File: config.mk
export PLATFORM = sky130hd
export DESIGN_NAME = ofmap_writeback_flat
export DESIGN_NICKNAME = d
export VERILOG_FILES = /design/src/rtl/dataformat.sv /design/src/rtl/ofmap_writeback_if.sv /design/src/rtl/ofmap_buf.sv /design/src/rtl/ofmap_writeback.sv /design/src/flat_wrapper.sv
export SDC_FILE = /design/constraint.sdc
export NUM_CORES = 1
export LEC_CHECK = 0
export CAP_MARGIN = 40
export CORE_MARGIN = 1.5
export CORE_UTILIZATION = 62
export CTS_CLUSTER_DIAMETER = 30
export DETAILED_ROUTE_END_ITERATION = 12
export PLACE_DENSITY = 0.94
export SKIP_LAST_GASP = 1
export SLEW_MARGIN = 40
export SYNTH_ARGS = -nofsm -noshare
export SYNTH_HDL_FRONTEND = slang
export SYNTH_SLANG_ARGS = --single-unit
export TNS_END_PERCENT = 50
File: constraint.sdc
create_clock -name clk -period 6.5 [get_ports clk]
set_input_delay 1.3 -clock clk [delete_from_list [all_inputs] [get_ports clk]]
set_output_delay 1.3 -clock clk [all_outputs]
set_load 0.005 [all_outputs]
File: src/rtl/dataformat.sv
// Shared packet format and writeback state encoding for the ofmap writeback node.
// Packet layout is {src, dst, payload}; src is carried but never used for placement.
package dataformat;
   localparam int ADDR_W = 5;
   localparam int PAY_W  = 10;
   localparam int DATA_W = 2 * ADDR_W + PAY_W;

   typedef struct packed {
      logic [ADDR_W-1:0] src;
      logic [ADDR_W-1:0] dst;
      logic [PAY_W-1:0]  payload;
   } pkt_t;

   typedef enum logic [1:0] {
      IDLE,
      COLLECT,
      NOTIFY,
      DONE
   } wb_state_t;

   function automatic logic [ADDR_W-1:0] get_dst(input logic [DATA_W-1:0] d);
      pkt_t p;
      p = pkt_t'(d);
      return p.dst;
   endfunction

   function automatic logic [PAY_W-1:0] get_payload(input logic [DATA_W-1:0] d);
      pkt_t p;
      p = pkt_t'(d);
      return p.payload;
   endfunction
endpackage

File: src/rtl/ofmap_writeback_if.sv
// Handshake bundle between the writeback node and its router / control / reader peers.
// The DUT side uses the slave modport; the driving environment uses master.
interface ofmap_writeback_if
   import dataformat::*;
#(
   parameter int TOT_NUM = 9
);
   localparam int AW = $clog2(TOT_NUM);

   logic              start_valid;
   logic              start_ready;
   logic              in_valid;
   logic              in_ready;
   logic [DATA_W-1:0] in_data;
   logic              done_valid;
   logic              done_ready;
   logic              rd_en;
   logic [AW-1:0]     rd_addr;
   logic [PAY_W-1:0]  rd_data;
   logic              rd_valid;
   logic [7:0]        drop_cnt;

   modport master (
      output start_valid, in_valid, in_data, done_ready, rd_en, rd_addr,
      input  start_ready, in_ready, done_valid, rd_data, rd_valid, drop_cnt
   );

   modport slave (
      input  start_valid, in_valid, in_data, done_ready, rd_en, rd_addr,
      output start_ready, in_ready, done_valid, rd_data, rd_valid, drop_cnt
   );
endinterface

File: src/rtl/ofmap_buf.sv
// Output feature map register file: async clear, one write port, registered read.
// Out-of-range read addresses return zero.
module ofmap_buf #(
   parameter int DEPTH = 9,
   parameter int W     = 10,
   parameter int AW    = 4
) (
   input  logic          clk,
   input  logic          rst,
   input  logic          we,
   input  logic [AW-1:0] waddr,
   input  logic [W-1:0]  wdata,
   input  logic          re,
   input  logic [AW-1:0] raddr,
   output logic [W-1:0]  rdata,
   output logic          rvalid
);
   logic [W-1:0] mem_q [DEPTH];
   logic [W-1:0] mem_d [DEPTH];
   logic [W-1:0] rdata_q, rdata_d;
   logic         rvalid_q, rvalid_d;

   always_comb begin
      mem_d    = mem_q;
      rdata_d  = rdata_q;
      rvalid_d = 1'b0;
      if (we && int'(waddr) < DEPTH) mem_d[waddr] = wdata;
      if (re) begin
         rvalid_d = 1'b1;
         rdata_d  = (int'(raddr) < DEPTH) ? mem_q[raddr] : '0;
      end
   end

   always_ff @(posedge clk or posedge rst) begin
      if (rst) begin
         mem_q    <= '{default: '0};
         rdata_q  <= '0;
         rvalid_q <= 1'b0;
      end else begin
         mem_q    <= mem_d;
         rdata_q  <= rdata_d;
         rvalid_q <= rvalid_d;
      end
   end

   assign rdata  = rdata_q;
   assign rvalid = rvalid_q;
endmodule

File: src/rtl/ofmap_writeback.sv
// Collects TOT_NUM output-pixel packets into the ofmap buffer, then issues a done token.
// Define OFMAP_WB_RELU_EN to clamp negative (signed) payloads to zero at write time.
module ofmap_writeback
   import dataformat::*;
#(
   parameter int TOT_NUM  = 9,
   parameter int MY_INDEX = 0
) (
   input logic              clk,
   input logic              rst,
   ofmap_writeback_if.slave bus
);
   localparam int AW = $clog2(TOT_NUM);
   localparam logic [AW-1:0] LAST = AW'(TOT_NUM - 1);

   wb_state_t        state_q, state_d;
   logic [AW-1:0]    wr_ptr_q, wr_ptr_d;
   logic [7:0]       drop_q, drop_d;
   logic             we;
   logic [PAY_W-1:0] pay;
   logic [PAY_W-1:0] wdata;
   logic             dst_ok;

   assign pay    = get_payload(bus.in_data);
   assign dst_ok = get_dst(bus.in_data) == ADDR_W'(MY_INDEX);

`ifdef OFMAP_WB_RELU_EN
   assign wdata = pay[PAY_W-1] ? '0 : pay;
`else
   assign wdata = pay;
`endif

   always_comb begin
      state_d  = state_q;
      wr_ptr_d = wr_ptr_q;
      drop_d   = drop_q;
      we       = 1'b0;
      unique case (state_q)
         IDLE, DONE: begin
            if (bus.start_valid) begin
               state_d  = COLLECT;
               wr_ptr_d = '0;
               drop_d   = '0;
            end
         end
         COLLECT: begin
            if (bus.in_valid && dst_ok) begin
               we = 1'b1;
               // pointer parks on the last slot so it never runs past the buffer
               if (wr_ptr_q == LAST) state_d = NOTIFY;
               else wr_ptr_d = wr_ptr_q + 1'b1;
            end else if (bus.in_valid && drop_q != 8'hFF) begin
               drop_d = drop_q + 8'd1;
            end
         end
         NOTIFY: begin
            if (bus.done_ready) state_d = DONE;
         end
         default: state_d = IDLE;
      endcase
   end

   always_ff @(posedge clk or posedge rst) begin
      if (rst) begin
         state_q  <= IDLE;
         wr_ptr_q <= '0;
         drop_q   <= '0;
      end else begin
         state_q  <= state_d;
         wr_ptr_q <= wr_ptr_d;
         drop_q   <= drop_d;
      end
   end

   assign bus.start_ready = (state_q == IDLE) || (state_q == DONE);
   assign bus.in_ready    = (state_q == COLLECT);
   assign bus.done_valid  = (state_q == NOTIFY);
   assign bus.drop_cnt    = drop_q;

   ofmap_buf #(
      .DEPTH(TOT_NUM),
      .W    (PAY_W),
      .AW   (AW)
   ) u_buf (
      .clk   (clk),
      .rst   (rst),
      .we    (we),
      .waddr (wr_ptr_q),
      .wdata (wdata),
      .re    (bus.rd_en && state_q == DONE),
      .raddr (bus.rd_addr),
      .rdata (bus.rd_data),
      .rvalid(bus.rd_valid)
   );
endmodule

File: src/flat_wrapper.sv
// flat-port wrapper written by rule: the top's interface ports become plain ports
module ofmap_writeback_flat import dataformat::*;
#(
   parameter int TOT_NUM  = 9,
   parameter int MY_INDEX = 0
)
  (clk, rst, bus_start_valid, bus_in_valid, bus_in_data, bus_done_ready, bus_rd_en, bus_rd_addr, bus_start_ready, bus_in_ready, bus_done_valid, bus_rd_data, bus_rd_valid, bus_drop_cnt);
  ofmap_writeback_if #(.TOT_NUM(TOT_NUM)) bus_i ();
  input logic clk;
  input logic rst;
  input wire logic [$bits(bus_i.start_valid)-1:0] bus_start_valid;
  input wire logic [$bits(bus_i.in_valid)-1:0] bus_in_valid;
  input wire logic [$bits(bus_i.in_data)-1:0] bus_in_data;
  input wire logic [$bits(bus_i.done_ready)-1:0] bus_done_ready;
  input wire logic [$bits(bus_i.rd_en)-1:0] bus_rd_en;
  input wire logic [$bits(bus_i.rd_addr)-1:0] bus_rd_addr;
  output wire logic [$bits(bus_i.start_ready)-1:0] bus_start_ready;
  output wire logic [$bits(bus_i.in_ready)-1:0] bus_in_ready;
  output wire logic [$bits(bus_i.done_valid)-1:0] bus_done_valid;
  output wire logic [$bits(bus_i.rd_data)-1:0] bus_rd_data;
  output wire logic [$bits(bus_i.rd_valid)-1:0] bus_rd_valid;
  output wire logic [$bits(bus_i.drop_cnt)-1:0] bus_drop_cnt;
  assign bus_i.start_valid = bus_start_valid;
  assign bus_i.in_valid = bus_in_valid;
  assign bus_i.in_data = bus_in_data;
  assign bus_i.done_ready = bus_done_ready;
  assign bus_i.rd_en = bus_rd_en;
  assign bus_i.rd_addr = bus_rd_addr;
  assign bus_start_ready = bus_i.start_ready;
  assign bus_in_ready = bus_i.in_ready;
  assign bus_done_valid = bus_i.done_valid;
  assign bus_rd_data = bus_i.rd_data;
  assign bus_rd_valid = bus_i.rd_valid;
  assign bus_drop_cnt = bus_i.drop_cnt;
  ofmap_writeback #(.TOT_NUM(TOT_NUM), .MY_INDEX(MY_INDEX)) u_core (.clk(clk), .rst(rst), .bus(bus_i));
endmodule
==> results.py, run 1 <==
# Flow results
metrics = {
    "setup_path": {
        "worst-path-max-fanout": 21,
        "required_ns": 5.20,
        "crit_start": "u_core.state_q[1]",
        "crit_path_end_kind": "output port",
        "worstReg2RegEnd": "u_core.u_buf.mem_q[81]",
        "start_kind": "flop",
        "endpoint": "bus_in_ready",
    },
    "timing": {
        "rsz0062_at_grt": "no",
        "fin_tns_setup_ns": 0,
        "relSlewSlack_pct": 41.3,
        "period_used_pct": 56.7,
        "hold-worst-slack_ns": 0.500,
        "skew_ns": 0.00728,
        "worst_pin_slew_ns": 0.877,
        "period_needed_ns": 3.68,
        "finalHoldViolCount": 0,
    },
    "synthesis": {
        "synth_cell_types": 47,
        "synthArstFlopShare_pct": 100,
        "yosys_area_mm2": 0.00556,
        "top_cells_by_count": "dfrtp_1, mux2_2, mux4_2",
        "ff_type": "dfrtp_1",
        "synth-compound-area-share_pct": 6.46,
        "fa_ha_area_share_pct": 2.25,
        "yosysWarnings": 0,
        "syn_avg_cell_area_um2": 13.8,
        "mux_share_pct": 29.0,
        "top_area_cell": "dfrtp_1",
    },
    "grt": {
        "grt.busiest_layer": "met2",
        "grt.overflow.total": 0,
        "grt_pass1_wl_um": 22200,
        "grt_pass1_vias": 4180,
        "grtUsageMet3_pct": 8.56,
    },
    "finish": {
        "inv_count": 10,
        "drive_gt1_share_pct": 33.7,
        "seq_area_share_pct": 42.8,
        "ff_latch_area_mm2": 0.00288,
        "comb_area_mm2": 0.00256,
        "nets": 493,
    },
    "placement": {
        "portBuffers": 46,
        "placed_cell_area_mm2": 0.00611,
    },
    "outcome": {
        "status": "completed",
    },
    "clock_network": {
        "ctsResizeCount": 0,
        "cts_buffers": 17,
    },
    "hold_path": {
        "hold-path-endpoint": "u_core.u_buf.mem_q[68]",
    },
    "power_and_ir_drop": {
        "leakage_nw": 3.17,
    },
    "die": {
        "die_width_um": 97.7,
        "rows": 34,
    },
    "route": {
        "wl_per_cell_um": 24.3,
    },
}
[run 1: worst max-delay path, cell delays in order, from the launching register on]
cell	delay [ns]
dfrtp_1	0.40
inv_1	0.11
ha_1	0.70
clkdlybuf4s50_1	0.64
[run 1: report_power, final]
group / switching, mW / total [mW] / internal [mW] / leakage (nW)
clock: 0.326 / 0.965 / 0.638 / 0.301
combinational: 0.262 / 0.482 / 0.219 / 1.29
sequential: 0.0536 / 0.840 / 0.787 / 1.57
[run 1: registers in the layout, indices dropped and copies added (netlist names)]
| register | cells |
|---|---|
| u_core.wr_ptr_q | 4 |
| u_core.u_buf.rvalid | 1 |
| u_core.u_buf.rdata | 10 |
| u_core.state_q | 2 |
| u_core.u_buf.mem_q | 90 |
| u_core.bus.drop_cnt | 8 |
[run 1: stage by stage]
| stage | cells | setup slack, ns | total power, mW | util [%] |
|---|---|---|---|---|
| final | 574 | 2.82 | 2.29 | 77.0 |
| after global routing | 574 | 2.72 | 2.37 | 77.0 |
| after CTS | 574 | 2.84 | 2.28 | 77.0 |
| after detailed placement | 542 | 2.43 | 1.32 | 70.0 |
| after global placement | 541 | 2.46 | 1.28 | 69.8 |
| after floorplan | 403 | 2.16 | 1.11 | - |
[run 1: layout by cell type (no fill, tap or decap), drive strengths merged, types with 2 or more instances in the layout]
cell type / instances
o211ai: 3
clkdlybuf4s50: 45
and4: 2
dfrtp: 115
clkbuf: 21
o21ai: 7
a21oi: 15
nor2b: 4
bufinv: 4
nand2: 8
a221o: 2
ha: 10
a211oi: 3
nor4: 4
o311ai: 3
and3: 7
nor3: 4
mux2: 90
or3: 2
nand4b: 4
a2bb2oi: 10
clkinv: 8
inv: 8
nor2: 18
a31oi: 4
buf: 5
mux4: 20
mux2i: 15
nand4: 8
nand3: 5
run_1/clocks.png
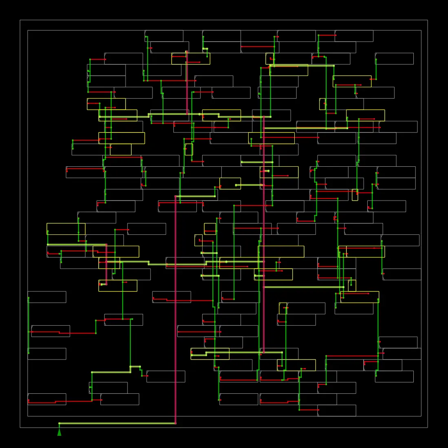
flip-flops: 115
# clock sinks: 115
Clock Power: 0.965 mW

run_1/sizes.png
Scale bar: 20 µm.
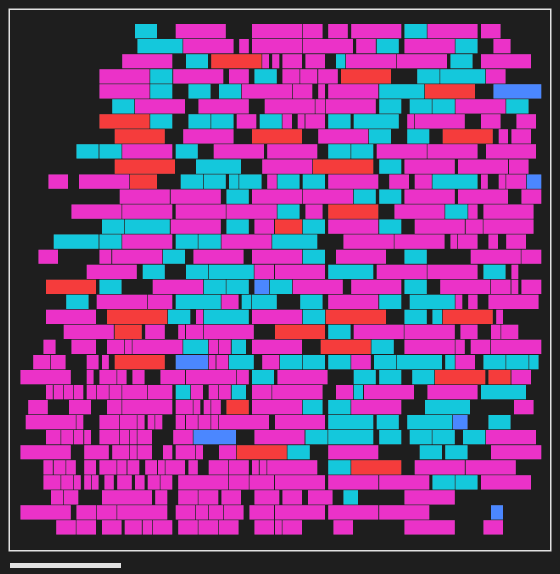
- magenta: _0 and _1 cells (cells 309; share 66%; most used dfrtp_1)
- red: _6 and larger (cells 25; share 5.4%; most used clkbuf_16)
- blue: _3 and _4 cells (cells 7; share 1.5%; most used buf_4)
- cyan: _2 cells (cells 125; share 27%; most used mux2_2)
P&R area growth vs syn: 20.9%
non-clock buffer count: 50
Worst Setup Slack, final: 2.82 ns
design area: 0.00672 mm²

run_1/layer_met2.png
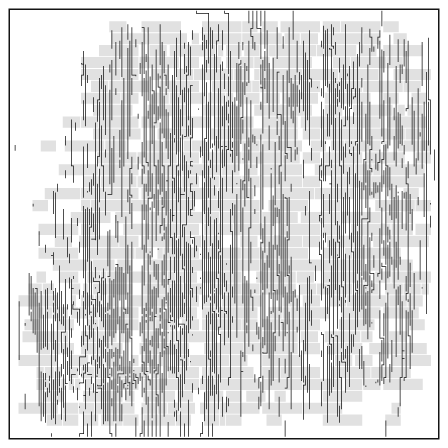
- main direction: vertical
- nets with wire on the layer: 458
vias: 3,887
routed wire length: 14,000 µm
GR Util met2: 53.5%

run_1/layer_met4.png
Scale bar: 20 µm.
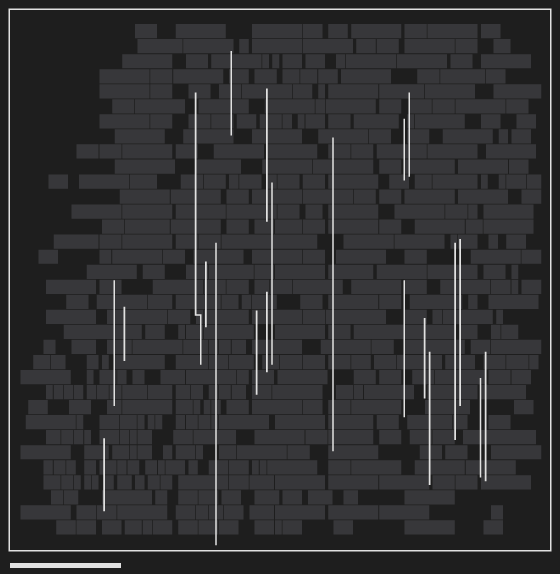
- main direction: vertical
- wire length on this layer: 512 µm
- longest straight run: 56.4 µm
- share of all routed wire: 3.7%

==> inputs of run 2 (changes only) <==
--- a/config.mk
+++ b/config.mk
@@ -7,10 +7,10 @@
 export LEC_CHECK = 0
 export CAP_MARGIN = 40
 export CORE_MARGIN = 1.5
-export CORE_UTILIZATION = 62
+export CORE_UTILIZATION = 52
 export CTS_CLUSTER_DIAMETER = 30
 export DETAILED_ROUTE_END_ITERATION = 12
-export PLACE_DENSITY = 0.94
+export PLACE_DENSITY = 0.85
 export SKIP_LAST_GASP = 1
 export SLEW_MARGIN = 40
 export SYNTH_ARGS = -nofsm -noshare
==> constraint.sdc (replaced) <==
create_clock -name clk -period 3.2 [get_ports clk]
set_input_delay 0.64 -clock clk [delete_from_list [all_inputs] [get_ports clk]]
set_output_delay 0.64 -clock clk [all_outputs]
set_load 0.005 [all_outputs]
run_2/layer_met4.png
Scale bar: 20 µm.
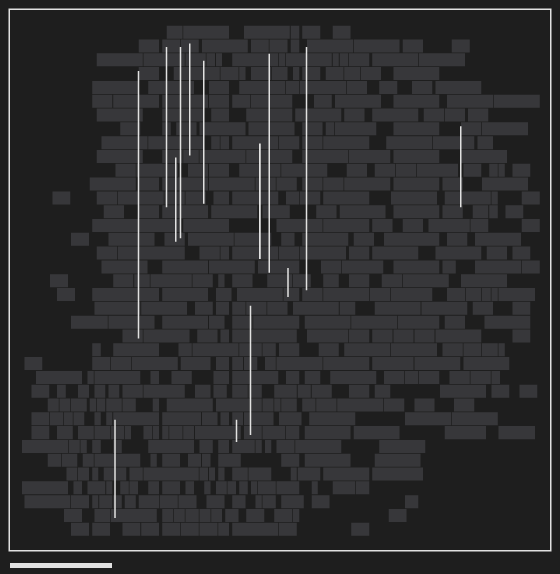
- main direction: vertical
- wire length on this layer: 369 µm
routed wire length: 13,100 µm
vias: 3,822

run_2/wires.png
Two of the layers only.
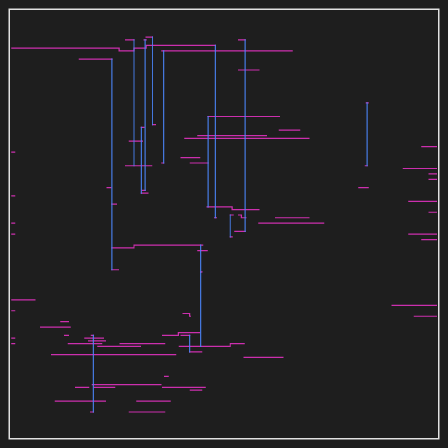
- magenta: metal 3 (wire length 528 µm)
- blue: metal 4 (wire length 369 µm)
GRT Util Overall: 25.3%
Routed WL per cell: 21.1 µm

==> run 2 against run 1 <==
Power increased by 100%. Critical path depth up 1. Utilization is 9.8 points lower. Worst hold slack worse by 0.025 ns. Clock-buffer cell count fell by 4. Global-route usage down 6.1 points. Register-to-register slack worse by 2.1 ns. Combinational power up 110%. Sequential cell count unchanged.
==> results.py, run 2 <==
# Flow results
metrics = {
    "outcome": {
        "status": "completed",
    },
    "setup_path": {
        "worst-path-max-fanout": 20,
        "crit_chain": "inv_1 -> ha_1 -> buf_4 -> clkdlybuf4s50_1",
        "start_kind": "flop",
        "crit_path_end_kind": "output port",
        "slowest_stage": "clkdlybuf4s50_1",
        "required_ns": 2.56,
    },
    "power_and_ir_drop": {
        "power.internal_mw": 3.26,
        "power_leader": "clock",
        "pg_comb_mw": 0.991,
        "power_mw": 4.59,
        "clkPwrFrac_pct": 41.4,
        "seq-power_mw": 1.70,
        "p_switching_mw": 1.33,
        "ir_drop_mv": 0.382,
        "pwr-share-seq_pct": 37.0,
        "p_sw_share_pct": 29.0,
    },
    "synthesis": {
        "top_area_cell": "dfrtp_1",
        "synth-compound-area-share_pct": 6.46,
        "ff_type": "dfrtp_1",
        "mux_share_pct": 29.0,
        "top_area_share_pct": 51.8,
        "fa_ha_area_share_pct": 2.25,
        "yosys_area_mm2": 0.00556,
        "yosysWarnings": 0,
        "top_cells_by_count": "dfrtp_1, mux2_2, mux4_2",
        "synth.cellmix.simpleShare_pct": 8.22,
        "syn_avg_cell_area_um2": 13.8,
        "synthArstFlopShare_pct": 100,
    },
    "finish": {
        "stdcell_area_mm2": 0.00695,
        "lay_top_count": "dfrtp_1",
        "area_growth_pct": 25.0,
        "comb_area_mm2": 0.00256,
        "final_cell_mix": "dfrtp_1, mux2_2, clkdlybuf4s50_1",
        "largest_reg_flops": 90,
        "drive_gt1_share_pct": 36.5,
        "nets": 512,
    },
    "grt": {
        "grt.overflow.total": 0,
        "grt_pass1_wl_um": 21300,
        "grt_pass1_vias": 4044,
    },
    "clock_network": {
        "clock-sinks": 115,
        "ctsResizeCount": 0,
        "cts_buffers": 17,
    },
    "timing": {
        "period_used_pct": 82.3,
        "worst_pin_slew_ns": 0.722,
        "finalHoldViolCount": 0,
        "relSlewSlack_pct": 50.5,
        "rsz0062_at_grt": "no",
        "period_needed_ns": 2.63,
    },
    "die": {
        "die_width_um": 106,
        "rows": 37,
        "coreArea_mm2": 0.0103,
        "num_io_pins": 52,
    },
    "run": {
        "drv_cap": 0,
        "tool_warnings": 38,
    },
    "placement": {
        "placed_cell_area_mm2": 0.00632,
        "portBuffers": 46,
        "dp_cells": 588,
    },
    "route": {
        "drtAntennaViolNets": 0,
    },
}
run_2/clocks.png
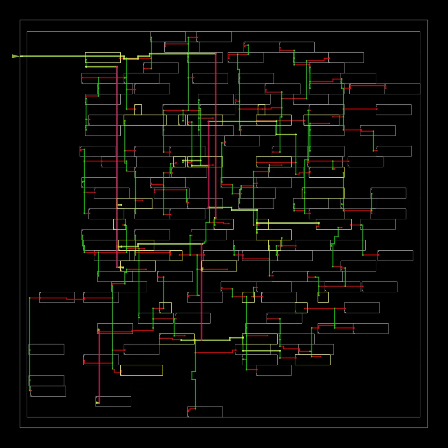
Clock Power: 1.90 mW
clkbuf count: 17
clk_skew: 0.00966 ns
clk ins delay skew pair: 0.53 ns

[run 2: per-stage QoR]
stage | hold WS, ns | utilization, % | setup WS (ns)
2_1_floorplan | 0.474 | - | 0.721
3_3_place_gp | 0.481 | 61.2 | 0.290
3_5_place_dp | 0.487 | 61.2 | 0.266
4_1_cts | 0.500 | 67.0 | 0.557
5_1_grt | 0.511 | 67.3 | 0.477
6_report | 0.475 | 67.3 | 0.567
[run 2: worst max-delay path: cells and delay by family (launching register included)]
kind                     cells  cell delay, ns
adder cells (fa/ha/maj)      1            0.18
buffers and inverters        3            0.90
flip-flops                   1            0.40
[run 2: layout make-up]
cell class	count	share of cell area, %
Sequential cell	115	41.4
Clock inverter	15	2.63
Clock buffer	17	5.96
Inverter	10	0.594
Tap cell	136	2.45
Timing Repair Buffer	69	10.1
Multi-Input combinational cell	259	36.8
[run 2: path summary, 6_finish.rpt]
check                                       start                      to  cells past startpoint
max                             u_core.state_q[1]            bus_in_ready                      4
min                                           rst  u_core.bus.drop_cnt[1]                      2
max reg2reg                     u_core.state_q[1]   u_core.u_buf.mem_q[0]                      6
min reg2reg                u_core.u_buf.mem_q[29]  u_core.u_buf.mem_q[29]                      1
max in group asynchronous                     rst  u_core.u_buf.mem_q[21]                      4
min in group clk           u_core.u_buf.mem_q[29]  u_core.u_buf.mem_q[29]                      1
[run 2: metal layers]
metal / track usage, % / up-vias / wire (µm)
met1: 32.0 / 1971 / 5460
li1: - / 1684 / -
met4: 10.2 / 0 / 369
met2: 42.0 / 135 / 6760
met3: 5.95 / 32 / 527
met5: 0 / - / 0
Power is estimated from default activity; no workload was simulated.
